==> config.mk <==
export PLATFORM = sky130hd
export DESIGN_NAME = leaky_relu_stream
export DESIGN_NICKNAME = d
export VERILOG_FILES = /design/src/rtl/act_pkg.sv /design/src/rtl/leaky_relu_lane.sv /design/src/rtl/leaky_relu_stream.sv
export SDC_FILE = /design/constraint.sdc
export NUM_CORES = 2
export LEC_CHECK = 0
export ABC_AREA = 1
export CAP_MARGIN = 20
export CORE_UTILIZATION = 60
export DETAILED_ROUTE_END_ITERATION = 16
export HOLD_SLACK_MARGIN = 0.05
export PLACE_DENSITY = 0.76
export RECOVER_POWER = 50
export SLEW_MARGIN = 20
export SYNTH_ARGS = -nofsm -noshare
export SYNTH_HDL_FRONTEND = slang
export SYNTH_HIERARCHICAL = 1
export SYNTH_SLANG_ARGS = --single-unit
==> constraint.sdc <==
create_clock -name clk -period 4.9 [get_ports clk]
set_input_delay 0.735 -clock clk [delete_from_list [all_inputs] [get_ports clk]]
set_output_delay 0.735 -clock clk [all_outputs]
set_load 0.1 [all_outputs]
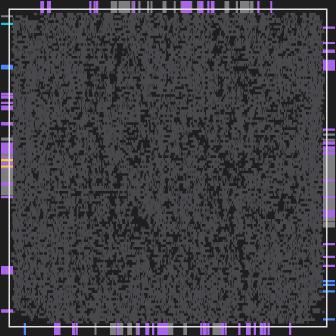
pins.png
Pins as bars across the die edge, other pins in gray.
| color | port | pins | direction | edge |
|---|---|---|---|---|
| purple | `in_data` | 128 | input | 42 south, 32 west, 27 east, 27 north |
| yellow | `cfg_mode` | 2 | input | west |
| blue | `cfg_alpha` | 8 | input | 4 east, 3 west, 1 south |
| cyan | `rst_n` | 1 | input | west |
all pins by edge: 86 east, 77 south, 68 north, 66 west
number of I/O port buffers: 296
chip width: 337 um

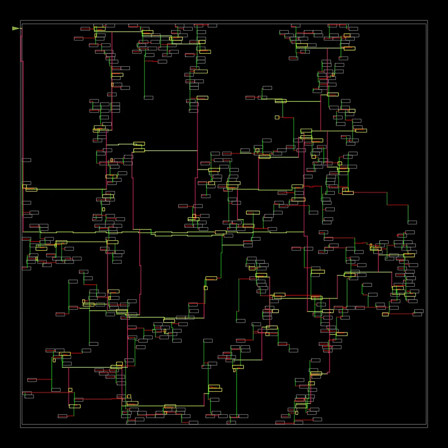
final_clocks.png
total clock sinks: 460
reported clock group power: 4.41 mW

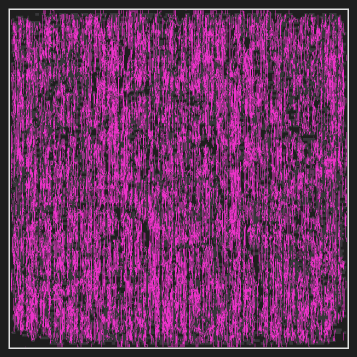
met2.png
Scale: 1 px per um. Cells faint in the background.
main direction: vertical
share of all routed wire: 46%
longest straight run: 111 um
count of vias placed by the detailed router: 66601
met2 usage: 0.580

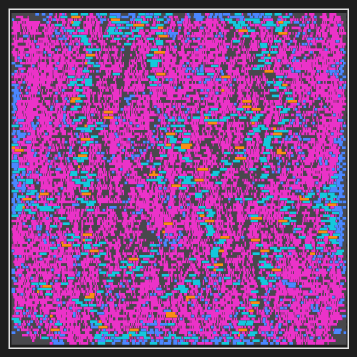
cell_classes.png
Scale: 1 px per um. Fill, decap, tap and diode cells in gray.
| color | class | cells | share of their area |
|---|---|---|---|
| orange | clock drivers and dummy loads | 100 | 2.5% |
| magenta | all other logic | 9475 | 74% |
| cyan | flip-flops | 460 | 12% |
| blue | other buffers and delay cells | 973 | 11% |
share of the final layout cell area in sequential cells: 0.118
post-layout utilization of the core: 0.704
count of standard-cell rows: 122
area of the placeable core: 111000 um2

==> results.rst <==
Metrics
=======

.. list-table::
   :header-rows: 1

   * - Metric
     - Value
   * - Status
     - finished with violations
   * - Failing checks
     - capacitance limit, slew limit
   * - Level count of the clock H-tree
     - 2
   * - Reg2reg setup slack
     - 0.51 ns
   * - Final Worst Setup Slack
     - 0.214 ns
   * - Non-filler instance count after layout
     - 12503
   * - Fraction of final layout cells with drive strength greater than 1
     - 0.0934
   * - Areal power density over the cells
     - 371 nW/um2
   * - Routability congestion estimate from global placement
     - 0.960
   * - Final Max Slew Viols
     - 259
   * - Met3 wire length
     - 13.6 mm
   * - Hold Path Stages
     - 2
   * - Syn Std Cell Area
     - 67500 um2
   * - Cell Int Power
     - 15.3 mW
   * - Largest delay share family, worst path
     - adder cells
   * - Stage-log warning count
     - 32
   * - Starting density of the core
     - 0.608
   * - Most crowded layer after global routing
     - met2
   * - Count of cell types in the netlist
     - 48
   * - Pwr Total
     - 29.0 mW
   * - Num CTS Buffers
     - 55
   * - Final period demand of the worst path
     - 4.69 ns
   * - Top cell by count, worst path
     - sky130_fd_sc_hd__fa_1
   * - Cell count in the Yosys report
     - 10307
   * - Antenna violations before repair
     - 13
   * - Uppermost layer routed
     - met5
   * - Critical path startpoint category
     - input port
   * - Violation tally from detailed-route iteration zero
     - 4727
   * - Largest net degree at the start of global routing
     - 132
   * - Required time reported for the critical path endpoint
     - 5.45 ns
   * - Latest clock arrival within the worst-skew pair
     - 0.67 ns
   * - Buffers plus inverters on the worst setup path
     - 5
   * - Final design instance area without fill
     - 78200 um2
   * - Number of synthesized flops with an enable pin
     - 0
   * - Top Layout Cells
     - 2629 x sky130_fd_sc_hd__nand2_1, 2146 x sky130_fd_sc_hd__inv_1, 1013 x sky130_fd_sc_hd__nor2_1, 792 x sky130_fd_sc_hd__ha_1, 648 x sky130_fd_sc_hd__buf_4
   * - Leftover overflow at the end of global routing
     - 0
   * - CTS clock-pin slew for the worst setup and hold paths
     - 0.06 ns
   * - Max stage delay cell, worst path
     - sky130_fd_sc_hd__fa_1
   * - Fraction of registers with async set or reset after synthesis
     - 0
   * - Global-route track usage on met1
     - 0.463
   * - Max FFs per register
     - 176
   * - Floorplan Nets
     - 11822
   * - Placed cell area
     - 76300 um2
   * - Remaining antenna violation count
     - 0
   * - Maximum clock path buffer count
     - 3
   * - Part of the power in registers
     - 0.175
   * - Count of max-cap constraint violations
     - 3
   * - Overall routing resource usage
     - 0.350
   * - Via count of the first global-routing pass
     - 64882
   * - Worst Setup Path Type
     - input port to flip-flop
   * - Post-placement worst setup slack
     - -0.457 ns
   * - Most frequently placed logic cell in the final layout
     - sky130_fd_sc_hd__nand2_1
[kinds of logic after synthesis]
logic type               synth area share
AND-OR/OR-AND                       0.109
XOR/XNOR                           0.0209
adder cells (fa/ha/maj)             0.316
buffers and inverters               0.145
flip-flops                          0.136
AND/OR/NAND/NOR                     0.273
[synthesized netlist by cell type (all sizes together) (4+ instances only)]
library cell | n | area (um2)
a211oi | 45 | 338
a21boi | 5 | 52.6
a21o | 31 | 233
a21oi | 371 | 1910
a31oi | 8 | 50.1
a32oi | 4 | 35.0
buf | 39 | 265
clkbuf | 333 | 1290
clkinv | 19 | 71.3
dfxtp | 460 | 9210
fa | 572 | 11500
ha | 792 | 9910
inv | 2175 | 8160
nand2 | 2702 | 10300
nand3 | 476 | 2500
nand4 | 101 | 653
nor2 | 1078 | 4380
nor3 | 40 | 200
o2111ai | 14 | 123
o211ai | 123 | 923
o21a | 26 | 195
o21ai | 644 | 3220
o21bai | 32 | 240
or2 | 49 | 307
xnor2 | 62 | 543
xor2 | 99 | 867
[power by group through the flow]
stage | registers [mW] | clock network [mW] | logic [mW]
after detailed placement | 5.12 | 0 | 19.3
after CTS | 5.05 | 4.47 | 19.5
after global placement | 5.10 | 0 | 18.8
after floorplan | 5.48 | 0 | 11.9
final | 5.07 | 4.41 | 19.5
after global routing | 5.14 | 4.61 | 22.1
[cell type report]
cell class              count  area [um2]
diodes                      7        17.5
multi-input cells        7281       48500
clock buffers              80        1620
clock inverters            20         280
flip-flops and latches    460        9220
fillers                  9795       32900
repair buffers            973        8400
inverters                2194        8240
well taps                1488        1860
[what timing repair did]
action,CTS,global route
hold buffers,0,0
hold endpoints to repair,0,0
resized,0,5
setup buffers,0,0
setup endpoints to repair,0,6
[tightest hold or removal path, delay by kind of cell (launching register included)]
kind          cells  cell delay, ns
flops             1            0.32
simple gates      2            0.12
Power is estimated from default activity; no workload was simulated.
